Design muldiv_sequencer, sky130hd; sources not shown.
Figure 1. Placement by cell class (run 1).
Scale: 2 px per um. Fill, decap, tap and diode cells in gray.
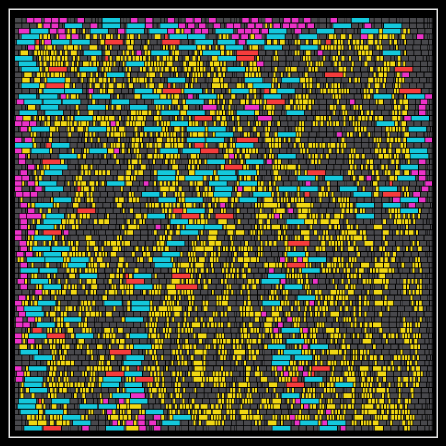
legend:
  yellow:
    class: remaining logic cells
    cells: 2748
    share_of_their_area: 60%
  red:
    class: clock drivers and dummy loads
    cells: 52
    share_of_their_area: 4.6%
  magenta:
    class: remaining buffers and delay cells
    cells: 191
    share_of_their_area: 8.4%
  cyan:
    class: registers
    cells: 239
    share_of_their_area: 27%
core region area: 0.04317 sq mm
final cell area excluding filler cells: 0.02284 sq mm
final cell utilization of the core: 52.92%
sequential cell area share: 26.20%
Site Rows: 76

Figure 2. Met2 routing (run 1).
Scale: 2 px per um. Cells faint in the background.
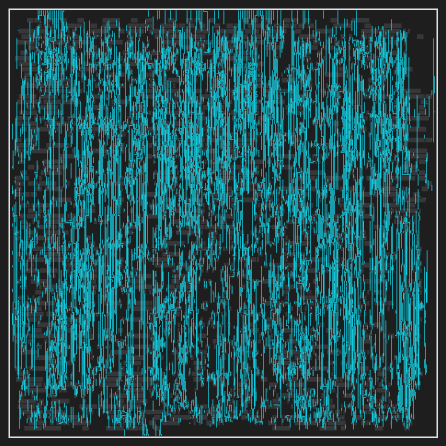
main direction: vertical
longest straight run: 131 um
share of all routed wire: 42%
wire length on this layer: 34.9 mm
met2 usage in global routing: 54.12%
via count: 21.65k
detailed-route wire length: 82.10 mm

Figure 3. I/O nets highlighted (run 1).
Scale: 2 px per um.
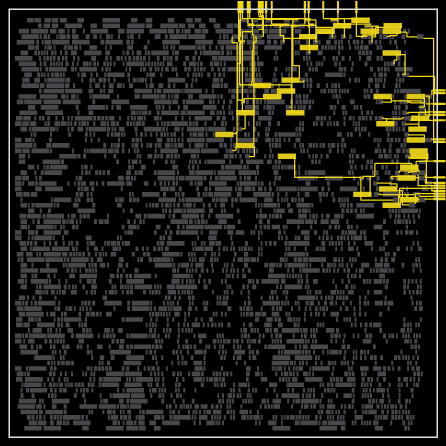
legend:
  yellow:
    port: hi
    direction: output
    edge: 17 right, 15 top
    end_cells: 32
    buffers: 32
    wire: 1480 um
input/output buffers: 139
number of top-level pins: 140

==> reports/qor.log, run 1 <==
qor: synth.netlist_logic_family_top simple AND/OR/NAND/NOR gates
qor: synth.synthesis.area 0.01970 sq mm
qor: finish.layout.comb_gates.multi_input 2311
qor: setup_path.rr_worst_depth 17
qor: synth.top_cell_area_share 30.36%
qor: detailed_routing.avgRoutedWirePerCell 21.51 um
qor: finish.largest_register_ffs 64
qor: detailed_routing.antenna_violating_nets_post_route 0
qor: placed_design.placement.setup.worst_slack 653.2 ps
qor: hold_path.path_category_of_the_worst_min_delay_check in -> async
qor: finish.layout.clock_buffers 34
qor: outcome.run_status finished clean
qor: power.clock_power 2.83 mW
qor: synth.count_of_library_flops_with_an_enable_pin 0
qor: setup_path.crit_required 3050 ps
qor: synth.ys_seq_elements 239
qor: placed_design.dpl_cell_area 0.02183 sq mm
qor: finish.sequential_cell_total 239
qor: synth.syn-instance-count 3101
qor: finish.finish.net_count 3350
qor: run.cap_viol_max_count 0
qor: clock_tree.numCtsBuffers 28
qor: grt.grt_start_max_net_pins 126
qor: sta.setup_total_negative_slack 0 ps
qor: synth.xor_area_share 3.245%
qor: power.p_int 9.830 mW
qor: placed_design.globalplace.congestion 1.004
qor: clock_tree.cts.repair.resized 0
qor: synth.yosys.area_share.adder 4.649%
qor: finish.filler_cell_count 4566
qor: floorplanning.fp-utilization 45.63%
qor: finish.comb_share 50.89%
qor: sta.fmaxAchievable 0.2987 GHz
qor: clock_tree.clock_sink_count 239
qor: placed_design.post_detailed_placement_half_perimeter_wirelength 65.34 mm
qor: synth.yosys_warnings 0
qor: setup_path.cp_cell_sequence clkdlybuf4s50_1, nor2_1, nand3_4, nand3_1, clkdlybuf4s50_1
qor: setup_path.timing.critical_path.buf_inv 2
qor: detailed_routing.number_of_drc_violations_after_detailed_routing 0
qor: synth.synth-compound-area-share 15.87%
qor: finish.top_area_cell_class logic gates
==> run 1 -> run 2 <==
--- a/config.mk
+++ b/config.mk
@@ -10,7 +10,7 @@
 export CORE_MARGIN = 2
 export CORE_UTILIZATION = 45
 export DETAILED_ROUTE_END_ITERATION = 10
-export PLACE_DENSITY = 0.7
+export PLACE_DENSITY = 0.72
 export SLEW_MARGIN = 20
 export SYNTH_ARGS = -nofsm -noshare
 export SYNTH_HDL_FRONTEND = slang
==> constraint.sdc (replaced) <==
create_clock -name clk -period 3 [get_ports clk]
set_clock_uncertainty 0.15 [all_clocks]
set_input_delay 0.6 -clock clk [delete_from_list [all_inputs] [get_ports clk]]
set_output_delay 0.6 -clock clk [all_outputs]
set_load 0.02 [all_outputs]
==> run 2 against run 1 <==
Net effect: critical endpoint unchanged; highest routed layer unchanged; via count rose by 1.4%; sequential power rose by about 30%; synthesized cell count is the same; flip-flop count did not move; register-to-register slack worse by 530 ps; critical path type unchanged; die area unchanged.
==> reports/qor.log, run 2 <==
qor: finish.largest_register_ffs 64 [unchanged]
qor: finish.finish.net_count 3408 [+1.7%]
qor: finish.layout.comb_gates.multi_input 2311 [unchanged]
qor: placed_design.post_detailed_placement_half_perimeter_wirelength 66.87 mm [+2.4%]
qor: setup_path.cp_cell_sequence clkdlybuf4s50_1, inv_1, nor2_1, nand3_4, nand3_1, clkdlybuf4s50_1
qor: floorplanning.fp-utilization 45.63% [unchanged]
qor: synth.top_cell_area_share 30.36% [unchanged]
qor: finish.seqAreaFraction 25.46% [-0.74 points]
qor: power.p_int 13.97 mW [+42%]
qor: finish.sequential_cell_total 239 [unchanged]
qor: finish.final_core_util 54.52% [+1.6 points]
qor: detailed_routing.postRouteWirelength 84.45 mm [+2.9%]
qor: hold_path.path_category_of_the_worst_min_delay_check reg -> reg
qor: placed_design.port-buffer-count 139 [unchanged]
qor: clock_tree.numCtsBuffers 29 [+3.6%]
qor: grt.grt_start_max_net_pins 126 [unchanged]
qor: finish.filler_cell_count 4386 [-3.9%]
qor: run.cap_viol_max_count 0 [unchanged]
qor: floorplanning.number_of_top_level_pins 140 [unchanged]
qor: detailed_routing.avgRoutedWirePerCell 21.80 um [+1.3%]
qor: synth.yosys.area_share.adder 4.649% [unchanged]
qor: floorplanning.core_region_area 0.04317 sq mm [unchanged]
qor: synth.synthesis.area 0.01970 sq mm [unchanged]
qor: placed_design.dpl_cell_area 0.02235 sq mm [+2.3%]
qor: finish.comb_share 49.61% [-1.3 points]
qor: outcome.run_status finished clean
Figure 4. Clock network drawn from the DEF (run 2).
Scale: 2 px per um.
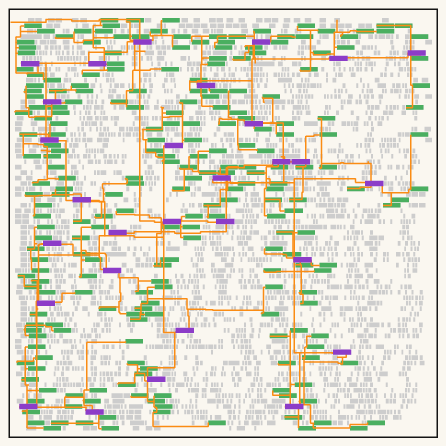
legend:
  purple:
    item: clock-net drivers
    count: 29
  orange:
    item: clock wires
    length: 3860 um
  green:
    item: flip-flops
    count: 239
routed clock nets: 30
flops lie: all over the die
Latency at later pin: 600 ps
Clock Power: 4.08 mW
share of power burned in the clock network: 13.2%

Power and IR drop assume default switching activity.
